Fig. 1: run 1, clock wiring as the flow saved it
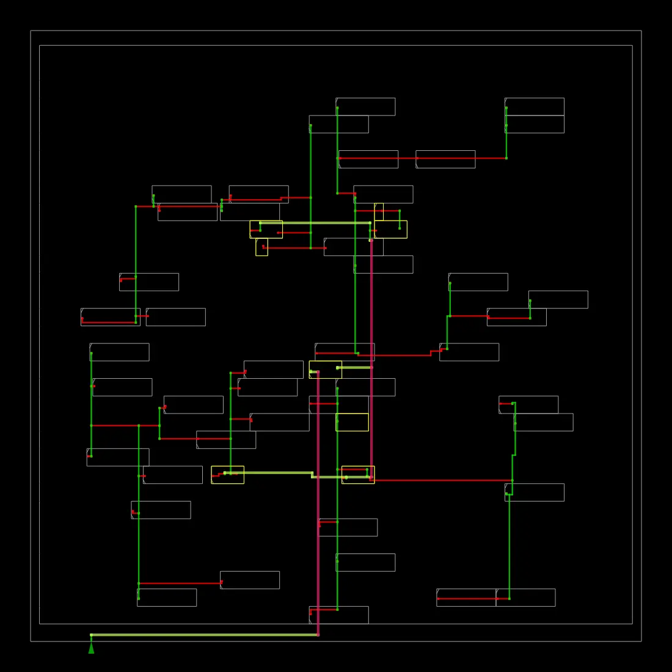
Fig. 2: run 1, selected gate families
Drawn at 4 px/um.
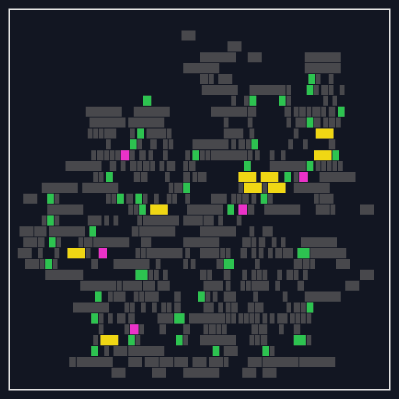
Fig. 3: run 1, sequential cells grouped by signal name
Drawn at 3 px/um.
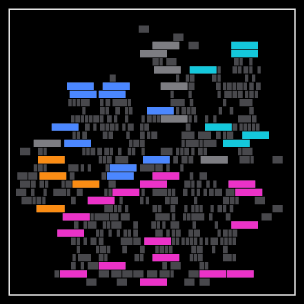
File: src/rtl/game_pkg.sv
`default_nettype none
// ============================================================================
// Module  : game_pkg
// Purpose : Shared types and defaults for the dinosaur-runner game controller.
//           Defines the sequencer state encoding, the speed bus width and the
//           default speed limits.
// Ports   : none (package)
// Revision: 1.0 - initial release
// ============================================================================
package game_pkg;

    localparam int SPEED_W           = 4;
    localparam int SPEED_MIN_DEFAULT = 1;
    localparam int SPEED_MAX_DEFAULT = 15;

    typedef enum logic [1:0] {
        ST_IDLE  = 2'd0,
        ST_ARMED = 2'd1,
        ST_RUN   = 2'd2,
        ST_OVER  = 2'd3
    } game_state_t;

endpackage : game_pkg
`default_nettype wire

File: src/rtl/edge_pulse.sv
`default_nettype none
// ============================================================================
// Module  : edge_pulse
// Purpose : Single-signal edge detector. Keeps a registered copy of i_sig and
//           flags a rising (RISING=1) or falling (RISING=0) transition. With
//           REGISTERED=1 the pulse is re-timed by one flop; otherwise it is the
//           combinational compare against the delayed copy.
// Ports   : clk     - system clock
//           rst_n   - asynchronous active-low reset
//           i_sig   - level to watch
//           o_pulse - one-cycle pulse per detected edge
// Revision: 1.0 - initial release
// ============================================================================
module edge_pulse #(
    parameter bit RISING     = 1'b1,
    parameter bit REGISTERED = 1'b1
) (
    input  logic clk,
    input  logic rst_n,
    input  logic i_sig,
    output logic o_pulse
);

    logic r_sig_d;
    logic w_edge;

    always_ff @(posedge clk or negedge rst_n) begin
        if (!rst_n) begin
            r_sig_d <= 1'b0;
        end else begin
            r_sig_d <= i_sig;
        end
    end

    assign w_edge = RISING ? (i_sig & ~r_sig_d) : (r_sig_d & ~i_sig);

    generate
        if (REGISTERED) begin : g_reg
            logic r_pulse;
            always_ff @(posedge clk or negedge rst_n) begin
                if (!rst_n) begin
                    r_pulse <= 1'b0;
                end else begin
                    r_pulse <= w_edge;
                end
            end
            assign o_pulse = r_pulse;
        end else begin : g_comb
            assign o_pulse = w_edge;
        end
    endgenerate

endmodule : edge_pulse
`default_nettype wire

File: src/rtl/game_sequencer.sv
`default_nettype none
// ============================================================================
// Module  : game_sequencer
// Purpose : Central controller of the dinosaur runner. Walks IDLE -> ARMED ->
//           RUN -> OVER, starts a run only on a frame boundary, detects the
//           dinosaur/cactus overlap, schedules scroll speed and counts score.
// Ports   : clk            - system clock
//           rst_n          - asynchronous active-low reset
//           i_vs           - VGA vsync, 1->0 marks a frame boundary
//           i_start        - debounced start button (level, active high)
//           i_px_dinosaur  - current pixel belongs to the dinosaur
//           i_px_cactus    - current pixel belongs to a cactus
//           o_game_status  - 1 while running
//           o_crashed      - 1 while in game-over
//           o_speed        - scroll speed for ground/cactus blocks
//           o_score        - frames survived in the current/last run
//           o_frame_tick   - one-clock pulse per frame boundary
// Revision: 1.0 - initial release
// ============================================================================
module game_sequencer
    import game_pkg::*;
#(
    parameter int SPEED_MIN       = SPEED_MIN_DEFAULT,
    parameter int SPEED_MAX       = SPEED_MAX_DEFAULT,
    parameter int FRAMES_PER_STEP = 600,
    parameter int CRASH_HOLD      = 60,
    parameter int SCORE_W         = 16
) (
    input  logic               clk,
    input  logic               rst_n,
    input  logic               i_vs,
    input  logic               i_start,
    input  logic               i_px_dinosaur,
    input  logic               i_px_cactus,
    output logic               o_game_status,
    output logic               o_crashed,
    output logic [SPEED_W-1:0] o_speed,
    output logic [SCORE_W-1:0] o_score,
    output logic               o_frame_tick
);

    localparam int C_STEP_W = $clog2(FRAMES_PER_STEP);
    localparam int C_HOLD_W = $clog2(CRASH_HOLD + 1);

    localparam logic [SPEED_W-1:0]  C_SPEED_MIN = SPEED_W'(SPEED_MIN);
    localparam logic [SPEED_W-1:0]  C_SPEED_MAX = SPEED_W'(SPEED_MAX);
    localparam logic [C_STEP_W-1:0] C_STEP_LAST = C_STEP_W'(FRAMES_PER_STEP - 1);
    localparam logic [C_HOLD_W-1:0] C_HOLD_INIT = C_HOLD_W'(CRASH_HOLD);

    game_state_t         r_state;
    logic                r_game_status;
    logic                r_crashed;
    logic [SPEED_W-1:0]  r_speed;
    logic [SCORE_W-1:0]  r_score;
    logic [C_STEP_W-1:0] r_step_cnt;
    logic [C_HOLD_W-1:0] r_hold_cnt;

    logic w_frame_tick;
    logic w_start_rise;
    logic w_hit;

    // Frame boundary: registered pulse one cycle after vsync falls.
    edge_pulse #(
        .RISING     (1'b0),
        .REGISTERED (1'b1)
    ) u_vs_edge (
        .clk     (clk),
        .rst_n   (rst_n),
        .i_sig   (i_vs),
        .o_pulse (w_frame_tick)
    );

    // Start press: acts in the same cycle the button is first seen high, so a
    // held button can never produce a second press.
    edge_pulse #(
        .RISING     (1'b1),
        .REGISTERED (1'b0)
    ) u_start_edge (
        .clk     (clk),
        .rst_n   (rst_n),
        .i_sig   (i_start),
        .o_pulse (w_start_rise)
    );

    assign w_hit = i_px_dinosaur & i_px_cactus;

    always_ff @(posedge clk or negedge rst_n) begin
        if (!rst_n) begin
            r_state       <= ST_IDLE;
            r_game_status <= 1'b0;
            r_crashed     <= 1'b0;
            r_speed       <= C_SPEED_MIN;
            r_score       <= '0;
            r_step_cnt    <= '0;
            r_hold_cnt    <= '0;
        end else begin
            case (r_state)
                ST_IDLE: begin
                    if (w_start_rise) begin
                        r_state <= ST_ARMED;
                    end
                end

                ST_ARMED: begin
                    if (w_frame_tick) begin
                        r_state       <= ST_RUN;
                        r_game_status <= 1'b1;
                        r_score       <= '0;
                        r_speed       <= C_SPEED_MIN;
                        r_step_cnt    <= '0;
                    end
                end

                ST_RUN: begin
                    // A collision takes priority over the frame update, so the
                    // crash frame is never credited to the score.
                    if (w_hit) begin
                        r_state       <= ST_OVER;
                        r_game_status <= 1'b0;
                        r_crashed     <= 1'b1;
                        r_hold_cnt    <= C_HOLD_INIT;
                    end else if (w_frame_tick) begin
                        if (r_score != '1) begin
                            r_score <= r_score + 1'b1;
                        end
                        if (r_step_cnt == C_STEP_LAST) begin
                            r_step_cnt <= '0;
                            if (r_speed != C_SPEED_MAX) begin
                                r_speed <= r_speed + 1'b1;
                            end
                        end else begin
                            r_step_cnt <= r_step_cnt + 1'b1;
                        end
                    end
                end

                ST_OVER: begin
                    // Restart is judged on the hold count before this cycle's
                    // decrement, so a press on the expiring frame is ignored.
                    if ((r_hold_cnt == '0) && w_start_rise) begin
                        r_state   <= ST_ARMED;
                        r_crashed <= 1'b0;
                    end else if (w_frame_tick && (r_hold_cnt != '0)) begin
                        r_hold_cnt <= r_hold_cnt - 1'b1;
                    end
                end

                default: begin
                    r_state       <= ST_IDLE;
                    r_game_status <= 1'b0;
                    r_crashed     <= 1'b0;
                end
            endcase
        end
    end

    assign o_game_status = r_game_status;
    assign o_crashed     = r_crashed;
    assign o_speed       = r_speed;
    assign o_score       = r_score;
    assign o_frame_tick  = w_frame_tick;

endmodule : game_sequencer
`default_nettype wire

File: config.mk
export PLATFORM = sky130hd
export DESIGN_NAME = game_sequencer
export DESIGN_NICKNAME = d
export VERILOG_FILES = /design/src/rtl/game_pkg.sv /design/src/rtl/edge_pulse.sv /design/src/rtl/game_sequencer.sv
export SDC_FILE = /design/constraint.sdc
export NUM_CORES = 1
export LEC_CHECK = 0
export ABC_AREA = 1
export CORE_UTILIZATION = 30
export CTS_CLUSTER_SIZE = 10
export DETAILED_ROUTE_END_ITERATION = 10
export MAX_ROUTING_LAYER = met4
export SLEW_MARGIN = 10
export SYNTH_ARGS = -nofsm -noshare
export SYNTH_HDL_FRONTEND = slang
export SYNTH_HIERARCHICAL = 1
export SYNTH_SLANG_ARGS = --single-unit
export TNS_END_PERCENT = 50
File: constraint.sdc
create_clock -name clk -period 2.22 [get_ports clk]
set_input_delay 0.555 -clock clk [delete_from_list [all_inputs] [get_ports clk]]
set_output_delay 0.555 -clock clk [all_outputs]
set_load 0.02 [all_outputs]
==> ds_physical_params.txt, run 1 <==
Table: implementation figures

Parameter                              Value

Synth
  Predominant post-synthesis flop cell .................. dfrtp_1
  Synth top cells by count .................. nand2_1 (107), dfrtp_1 (42), inv_1 (39)
  Main area contributors after synthesis .................. dfrtp_1 (41%), nand2_1 (16%), nand3_1 (7.4%)
  Mean area per synthesized cell .................. 7.357 sq um
  Xor/xnor cell area share of the yosys netlist .................. 2.035%
  Post-synth top area share .................. 40.70%
  And+or+nand+nor area frac .................. 35.66%
  Mux cell area share after synthesis .................. 0%
  Chip area in the Yosys report .................. 2582 sq um
  Most frequently used cell type in the post-synthesis netlist .................. nand2_1
  Post-synthesis sequential element count .................. 43
  AND-OR/OR-AND share of the synthesized area .................. 8.624%
  Adder share .................. 4.360%
  Net count after synthesis .................. 366
  Yosys Instances .................. 351
  Dominant cell type by area after synthesis .................. dfrtp_1
  Number of enable-type register cells in the synthesized netlist .................. 0
  Netlist area before placement .................. 2582 sq um

Worst setup path
  Delay of the slowest cell on the worst path .................. 0.61 ns
  Worst R2R End .................. o_score[9]
  R2r worst-path depth .................. 7
  Nature of the critical path endpoint .................. primary output
  Setup Crit Path Kind .................. reg -> out
  Worst setup path endpoint .................. o_speed[0]
  Origin of the worst setup path .................. o_speed[0]
  Endpoint arrival time on the critical path .................. 1.47 ns
  Worst Setup Start Kind .................. flip-flop
  Cell type group with the largest total delay on the critical path .................. buffers and inverters
  Total number of cells along the worst setup path .................. 1
  Critical path's slowest cell .................. clkdlybuf4s50_1
  Biggest fanout along the worst timing path .................. 5
  Worst-path cell chain .................. clkdlybuf4s50_1

Cells and area
  Multi-input logic cell count .................. 262
  Non-clock buffering overhead .................. 10.20%
  Layout cells sized above 1 .................. 8.052%
  Top cell class by occupied area .................. logic gates
  Number of fill cells in the layout .................. 892
  Inverters, non-clock .................. 39
  Final-layout clock-cell area share .................. 2.977%
  Ant diodes .................. 0
  Combinational gate area .................. 1309 sq um
  Area added between synthesis and finish .................. 18.80%
  Post-route cell area .................. 3068 sq um
  Flip-flops .................. 43
  Number of non-clock buffers .................. 33
  Final #Nets .................. 399

Placement
  Placed Cells incl. Taps .................. 482
  Port bufs .................. 28
  Setup slack at placement .................. 0.1640 ns
  Placed wire-length estimate after detailed placement .................. 4.027 mm
  Placed Instance Area .................. 2977 sq um

Power and ir drop
  Switching power share of the total .................. 42.38%
  Share of total power in the clock network .................. 18.7%
  Proportion of power drawn by combinational gates .................. 43.9%
  Sequential group share of total power .................. 37.4%
  Internal portion of total power .................. 1.611 mW
  Worst ir drop on vdd .................. 392.5 uV
  PD cells .................. 911.1 nW/um^2
  Total power consumption of the routed design .................. 2.795 mW
  Top Consumer .................. combinational cells
  Clock network power .................. 522 uW

Route
  Final wirelength .................. 5.478 mm
  Detail Route met2 WL .................. 2.406 mm
  Routed wire per std cell .................. 11.18 um
  Uppermost layer routed .................. met4
  DRC errors left .................. 0
  Number of iterations in the first detailed-routing pass .................. 6
  Post-Route M1 WL .................. 2.760 mm
  Total length of routed met3 wires .................. 234 um
  Vias post-DR .................. 2301
  Ratio of routed vias to standard cells .................. 4.696
  Initial DRC count .................. 81

Floorplan
  Top-level I/O count .................. 29
  Vertical die dimension .................. 94.78 um
  Area of the chip .................. 8983 sq um
  Share of the core filled by cells before placement .................. 31.27%
  Std-Cell Rows .................. 33
  Die Span X .................. 94.78 um
  Core Footprint .................. 8258 sq um

Global route
  Met1 demand-to-capacity share in global routing .................. 18.10%
  Vias in the first global route .................. 2107
  GR Layer Usage met2 .................. 20.80%
  Largest net degree at the start of global routing .................. 25
  Met3 global-route usage .................. 2.979%
  Total routing usage reported by global routing .................. 13.72%
  Total global routing overflow .................. 0
  Number of antenna violations at the first check in global routing .................. 0
  First-pass GRT wire length .................. 9.459 mm

Clocking
  CTS-repair resized insts .................. 0
  Maximum clock path buffer count .................. 2
  # Post-CTS Setup Buffers .................. 0
  Root Buffer Master .................. clkbuf_8
  CTS Hold Bufs .................. 0
  Maximum level of the CTS H-tree .................. 2
  Num CTS Buffers .................. 5
  Clock-pin transition on the worst setup and hold timing paths .................. 0.08 ns

Timing
  Worst slew margin relative to its limit .................. 70.19%
  Final count of negative-setup-slack endpoints .................. 0
  Slew at the pin closest to its max-slew limit .................. 0.4456 ns
  Hold violation total from the final report .................. 0
  Final critical-path required period .................. 2.026 ns
  Worst clock skew .................. 0.007149 ns
  Max Clock Freq .................. 493.6 MHz
  Max Slew Vio Count .................. 0
  Unrepaired setup endpoints after global routing .................. no
  Worst path setup slack after routing .................. 0.1942 ns

Min path
  Hold Path Class .................. in -> async

Status
  Run status .................. completed

Flow run
  OpenROAD warning count .................. 30
## Picture notes: Fig. 1
total number of clock tree sinks: 43
insertion delay at the late pin of the worst-skew pair: 0.30 ns
number of clock buffers in the layout: 7

## Picture notes: Fig. 2
color	family	cells
yellow	adder and majority cells	9
magenta	AND and OR gates	5
green	inverting AOI/OAI gates	41
top logic cell by instance count in the layout: nand2_1
number of non-filler instances in the completed layout: 490
share of the final layout cell area in multi-input gates: 42.66%

## Picture notes: Fig. 3
color	name in the netlist	sequential cells
orange	`o_speed`	4
blue	`r_step_cnt`	10
magenta	`o_score`	16
cyan	`r_hold_cnt`	6
total sequential power: 1.05 mW
sequential share of cell area: 35.11%
share of the core filled with cells in the final layout: 37.15%
Sequential Area: 1077 sq um

==> run 1: layout by cell type, fill, tap and decap left out, types with 3 or more instances in the layout <==
master	netlist	layout
nand2_1	107	107
dfrtp_1	42	42
inv_1	39	39
nand3_1	38	38
nor2_1	30	30
o21ai_0	29	29
clkdlybuf4s50_1	0	27
ha_1	9	9
nand4_1	8	8
nor3_1	6	6
clkbuf_8	0	6
buf_4	2	5
or2_2	4	4
a21oi_1	4	4
xor2_1	4	4
nand3_2	3	3
o21ai_2	3	3
nor2_2	3	3
==> run 1: registers in the layout (all words and copies together), names as in the netlist <==
register and flops:
o_score 16, r_step_cnt 10, r_hold_cnt 6, o_speed 4, r_state 2, o_crashed 1
o_game_status 1, u_start_edge/r_sig_d 1, u_vs_edge/o_pulse 1, u_vs_edge/r_sig_d 1
Fig. 4: run 1, metal layers overlaid
Drawn at 4 px/um.
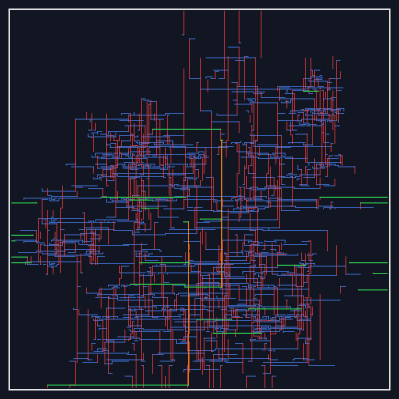

--- run 2 (diff from run 1) ---
==> constraint.sdc (replaced) <==
create_clock -name clk -period 1.76 [get_ports clk]
set_input_delay 0.264 -clock clk [delete_from_list [all_inputs] [get_ports clk]]
set_output_delay 0.264 -clock clk [all_outputs]
set_load 0.02 [all_outputs]
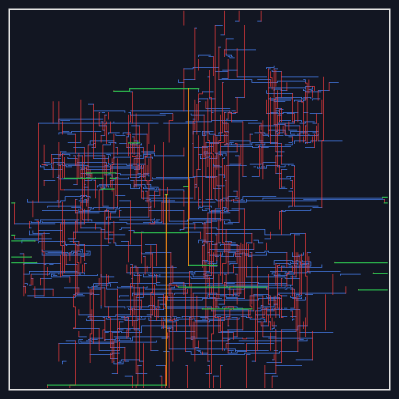
Fig. 5. Metal layers overlaid (run 2).
Drawn at 4 px/um.
color	layer	wire length
green	metal 3	176 um
red	metal 2	2700 um
orange	metal 4	91.8 um
blue	metal 1	2850 um
final wirelength: 5.818 mm
Routed wire per std cell: 11.61 um

==> run 2 against run 1 <==
Net effect:
- clock skew up 0.0077 ns
- clock power is 36% higher
- critical path type unchanged
- first-iteration DRC count is 37% higher
- utilization increased by 2.1 points
- sequential cell count is the same
- wire length increased by 6.2%
- synthesized cell count stayed put
- non-clock buffer count increased by 10
- highest routed layer unchanged
==> ds_physical_params.txt, run 2 <==
Table: implementation figures

Parameter                              Value

Worst setup path
  Worst R2R End .................. o_score[0]
  Nature of the critical path endpoint .................. primary output
  Total number of cells along the worst setup path .................. 1
  R2r worst-path depth .................. 8
  Worst-path cell chain .................. clkdlybuf4s50_1
  Worst Setup Start Kind .................. flip-flop
  Endpoint arrival time on the critical path .................. 1.42 ns
  Setup Crit Path Kind .................. reg -> out
  Cell type group with the largest total delay on the critical path .................. buffers and inverters
  Delay of the slowest cell on the worst path .................. 0.65 ns
  Biggest fanout along the worst timing path .................. 7
  Critical path's slowest cell .................. clkdlybuf4s50_1
  Origin of the worst setup path .................. o_score[6]
  Worst setup path endpoint .................. o_score[6]

Cells and area
  Layout cells sized above 1 .................. 12.12%
  Number of non-clock buffers .................. 43
  Inverters, non-clock .................. 39
  Ant diodes .................. 0
  Area added between synthesis and finish .................. 25.58%
  Non-clock buffering overhead .................. 13.39%
  Post-route cell area .................. 3243 sq um
  Share of the core filled with cells in the final layout .................. 39.27%
  Number of clock buffers in the layout .................. 7
  Number of fill cells in the layout .................. 862
  Commonest non-fill, non-tap cells in the layout .................. nand2_1 (107), dfrtp_1 (41), inv_1 (39)
  Multi-input logic cell count .................. 263
  Top logic cell by instance count in the layout .................. nand2_1
  Flip-flop count of the largest register, all copies and words added .................. 16
  Sequential Area .................. 1079 sq um
  Final #Nets .................. 410
  Sequential share of cell area .................. 33.26%
  Combinational gate area .................. 1349 sq um

Power and ir drop
  Sequential group share of total power .................. 34.6%
  Combinational logic power .................. 1.82 mW
  Proportion of power drawn by combinational gates .................. 47.0%
  Worst ir drop on vdd .................. 588.8 uV
  Total power consumption of the routed design .................. 3.864 mW
  Internal portion of total power .................. 2.250 mW
  Switching power share of the total .................. 41.79%
  Share of total power in the clock network .................. 18.4%
  Total sequential power .................. 1.34 mW
  Clock network power .................. 710 uW
  Top Consumer .................. combinational cells
  PD cells .................. 1192 nW/um^2

Timing
  Max Clock Freq .................. 592.5 MHz
  Max Slew Vio Count .................. 0
  Final count of negative-setup-slack endpoints .................. 0
  Worst slew margin relative to its limit .................. 76.45%
  Worst path setup slack after routing .................. 0.07221 ns
  Slew at the pin closest to its max-slew limit .................. 0.3520 ns
  Final critical-path required period .................. 1.688 ns
  Worst clock skew .................. 0.01480 ns
  Hold violation total from the final report .................. 0

Route
  Initial DRC count .................. 111
  Number of iterations in the first detailed-routing pass .................. 4
  Ratio of routed vias to standard cells .................. 4.665
  Vias post-DR .................. 2337
  DRC errors left .................. 0

Placement
  Placed Instance Area .................. 3054 sq um
  Setup slack at placement .................. -0.002748 ns
  Placed Cells incl. Taps .................. 489
  Placed wire-length estimate after detailed placement .................. 4.020 mm

Synth
  Post-synthesis sequential element count .................. 43
  Net count after synthesis .................. 366
  Chip area in the Yosys report .................. 2582 sq um
  Adder share .................. 4.360%
  Predominant post-synthesis flop cell .................. dfrtp_1
  Number of enable-type register cells in the synthesized netlist .................. 0
  AND-OR/OR-AND share of the synthesized area .................. 8.624%
  Mean area per synthesized cell .................. 7.357 sq um
  Synth top cells by count .................. nand2_1 (107), dfrtp_1 (42), inv_1 (39)
  And+or+nand+nor area frac .................. 35.66%
  Mux cell area share after synthesis .................. 0%
  Xor/xnor cell area share of the yosys netlist .................. 2.035%
  Yosys Instances .................. 351
  Dominant cell type by area after synthesis .................. dfrtp_1
  Post-synth top area share .................. 40.70%
  Most frequently used cell type in the post-synthesis netlist .................. nand2_1

Floorplan
  Core Footprint .................. 8258 sq um
  Die Span X .................. 94.78 um
  Vertical die dimension .................. 94.78 um
  Std-Cell Rows .................. 33
  Top-level I/O count .................. 29
  Area of the chip .................. 8983 sq um

Global route
  Total routing usage reported by global routing .................. 14.60%
  Total global routing overflow .................. 0
  First-pass GRT wire length .................. 10.09 mm
  Largest net degree at the start of global routing .................. 44
  Number of antenna violations at the first check in global routing .................. 0
  Vias in the first global route .................. 2252

Clocking
  Maximum level of the CTS H-tree .................. 2
  Root Buffer Master .................. clkbuf_8
  Total number of clock tree sinks .................. 43
  CTS Hold Bufs .................. 1
  Clock-pin transition on the worst setup and hold timing paths .................. 0.09 ns
  # Post-CTS Setup Buffers .................. 0
  Num CTS Buffers .................. 5
  CTS-repair resized insts .................. 3

Status
  Run status .................. completed

Min path
  Hold Path Class .................. in -> reg

Flow run
  OpenROAD warning count .................. 31
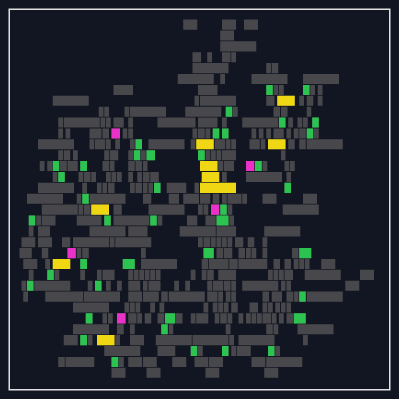
Fig. 6. Selected gate families (run 2).
Drawn at 4 px/um.
color	family	cells
green	inverting AOI/OAI gates	41
yellow	adder and majority cells	9
magenta	AND and OR gates	5
share of the final layout cell area in multi-input gates: 41.59%
number of non-filler instances in the completed layout: 501

==> run 2: cell types whose count changed in the layout (fill, tap and decap cells not counted), moves of 2 or more <==
| cell | before | now |
|---|---|---|
| nor2_2 | 3 | 6 |
| clkdlybuf4s50_1 | 27 | 25 |
| buf_12 | 0 | 2 |
| buf_4 | 5 | 11 |
| nor2_1 | 30 | 28 |
==> run 2: metal layers <==
| layer | track usage [%] | routed length, um |
|---|---|---|
| met2 | 22.60 | 2703 |
| met4 | 4.924 | 91 |
| met3 | 2.496 | 176 |
| met1 | 19.26 | 2846 |
| met5 | - | 0 |
==> run 2: worst register-to-register path: cells and delay by family (launching register included) <==
kind,cells,cell delay [ns]
DFF,1,0.40
and+or+nand+nor,3,0.53
adders and majority gates,1,0.20
buffers and inverters,3,0.36
AOI/OAI and AO/OA,1,0.08
Fig. 7: run 2, nets reached from selected ports
Drawn at 4 px/um.
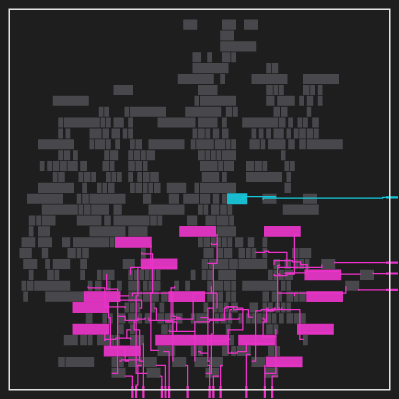

--- run 3 (diff from run 2) ---
- ABC_AREA: 1 -> default
- CORE_UTILIZATION: 30 -> 51
- GPL_TIMING_DRIVEN: default -> 0
- PLACE_DENSITY: default -> 0.76
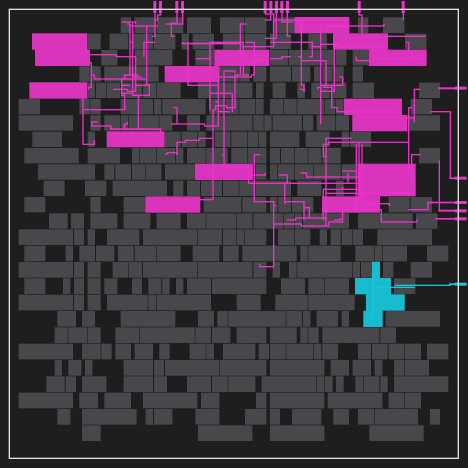
Fig. 8. Nets reached from selected ports (run 3).
Drawn at 6 px/um.
color	port	bits	direction	edge	end cells	buffers	wire
cyan	`i_px_dinosaur`	1	input	right	4	1	24.4 um
magenta	`o_score`	16	output	11 top, 5 right	16	16	785 um
top-level I/O count: 29
port bufs: 28

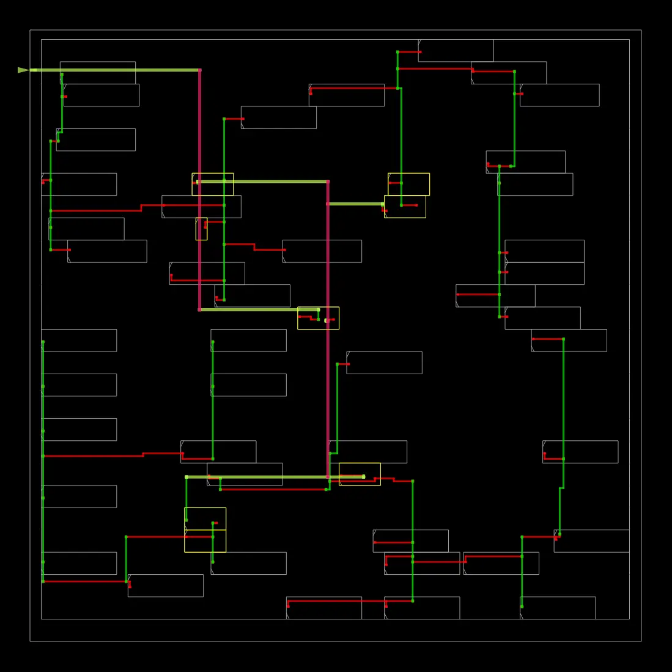
Fig. 9. Clock wiring as the flow saved it (run 3).
flip-flops: 43
number of clock buffers in the layout: 8
insertion delay at the late pin of the worst-skew pair: 0.31 ns
worst clock skew: 0.01200 ns

==> run 3 against run 2 <==
Net effect:
- the run now ends with setup timing left
- clock skew down 0.0028 ns
- area after synthesis up 4.1%
- via count up 13%
- utilization up 36 points
- setup slack worse by 0.23 ns
- cell count down 16%
- sequential share of layout area down 4.8 points
- fmax down 12%
- sequential cell count unchanged
==> ds_physical_params.txt, run 3 <==
Table: implementation figures

Parameter                              Value

Power and ir drop
  Clock network power .................. 707 uW
  Total sequential power .................. 1.41 mW
  Worst ir drop on vdd .................. 664.8 uV
  Sequential group share of total power .................. 30.0%
  Switching power share of the total .................. 40.71%
  Share of total power in the clock network .................. 15.1%
  Internal portion of total power .................. 2.776 mW
  Combinational logic power .................. 2.57 mW

Global route
  GR Layer Usage met2 .................. 40.84%
  Vias in the first global route .................. 2347
  Met3 global-route usage .................. 5.285%
  Busiest layer in global routing .................. met2
  First-pass GRT wire length .................. 10.87 mm
  Largest net degree at the start of global routing .................. 32
  Met1 demand-to-capacity share in global routing .................. 35.21%
  Number of antenna violations at the first check in global routing .................. 0
  Total global routing overflow .................. 0

Timing
  Final count of negative-setup-slack endpoints .................. 22
  Final critical-path required period .................. 1.914 ns
  Slew at the pin closest to its max-slew limit .................. 0.5550 ns
  Worst path setup slack after routing .................. -0.1537 ns
  Worst slew margin relative to its limit .................. 62.66%
  Max Clock Freq .................. 522.5 MHz
  Unrepaired setup endpoints after global routing .................. yes
  Hold violation total from the final report .................. 0

Worst setup path
  Worst-path cell chain .................. inv_2, ha_4, buf_8, nand3_4, o211ai_1, buf_4, or4_1, nand3_1
  Worst setup path endpoint .................. o_score[0]
  Nature of the critical path endpoint .................. flip-flop
  Origin of the worst setup path .................. r_state[0]
  Endpoint arrival time on the critical path .................. 2.15 ns
  Setup Crit Path Kind .................. reg -> reg
  Delay of the slowest cell on the worst path .................. 0.47 ns
  Worst Setup Start Kind .................. flip-flop
  Total number of cells along the worst setup path .................. 8

Cells and area
  Top logic cell by instance count in the layout .................. dfrtp_1
  Area added between synthesis and finish .................. 42.55%
  Share of the core filled with cells in the final layout .................. 75.49%
  Commonest non-fill, non-tap cells in the layout .................. dfrtp_1 (33), clkdlybuf4s50_1 (25), nand2_1 (23)
  Post-route cell area .................. 3831 sq um
  Final #Nets .................. 363

Synth
  Net count after synthesis .................. 297
  Mux cell area share after synthesis .................. 1.583%
  And+or+nand+nor area frac .................. 27.56%
  Most frequently used cell type in the post-synthesis netlist .................. dfrtp_1
  Yosys Instances .................. 282
  Post-synthesis sequential element count .................. 43
  Adder share .................. 4.190%
  Netlist area before placement .................. 2688 sq um
  Predominant post-synthesis flop cell .................. dfrtp_1

Clocking
  Total number of clock tree sinks .................. 43
  Clock-pin transition on the worst setup and hold timing paths .................. 0.09 ns
  Root Buffer Master .................. clkbuf_8
  Maximum level of the CTS H-tree .................. 2

Route
  Final wirelength .................. 7.467 mm
  Initial DRC count .................. 205
  Ratio of routed vias to standard cells .................. 6.291
  Vias post-DR .................. 2636
  DRC errors left .................. 0
  Number of iterations in the first detailed-routing pass .................. 4
  Detail Route met2 WL .................. 3.669 mm

Floorplan
  Core Footprint .................. 5075 sq um
  Share of the core filled by cells before placement .................. 52.96%
  Std-Cell Rows .................. 26
  Die Span X .................. 74.60 um
  Vertical die dimension .................. 74.60 um

Status
  Run status .................. finished, violations left
  Violations in the final reports .................. setup timing

Placement
  Setup slack at placement .................. -0.3196 ns
  Placed Instance Area .................. 3119 sq um

Flow run
  OpenROAD warning count .................. 33
## run 3: cell types whose count changed after synthesis, sizes merged, moves of 6 or more
cell | previous run | this run
or3 | 0 | 8
clkbuf | 2 | 10
o21ai | 34 | 14
o31ai | 0 | 7
or4 | 0 | 7
nand3 | 41 | 17
nand2 | 108 | 23
and3 | 0 | 6
a21oi | 4 | 20
inv | 39 | 16
and4 | 0 | 6
nor2 | 35 | 10
## run 3: layout make-up
type / instances / area (sq um)
multi-input cells: 210 / 1787
well taps: 70 / 87.58
repair buffers: 61 / 586.8
fillers: 359 / 1244
plain buffers: 11 / 118.9
clock buffers: 8 / 100.1
inverters: 16 / 62.56
flip-flops and latches: 43 / 1089
Power is estimated from default activity; no workload was simulated.
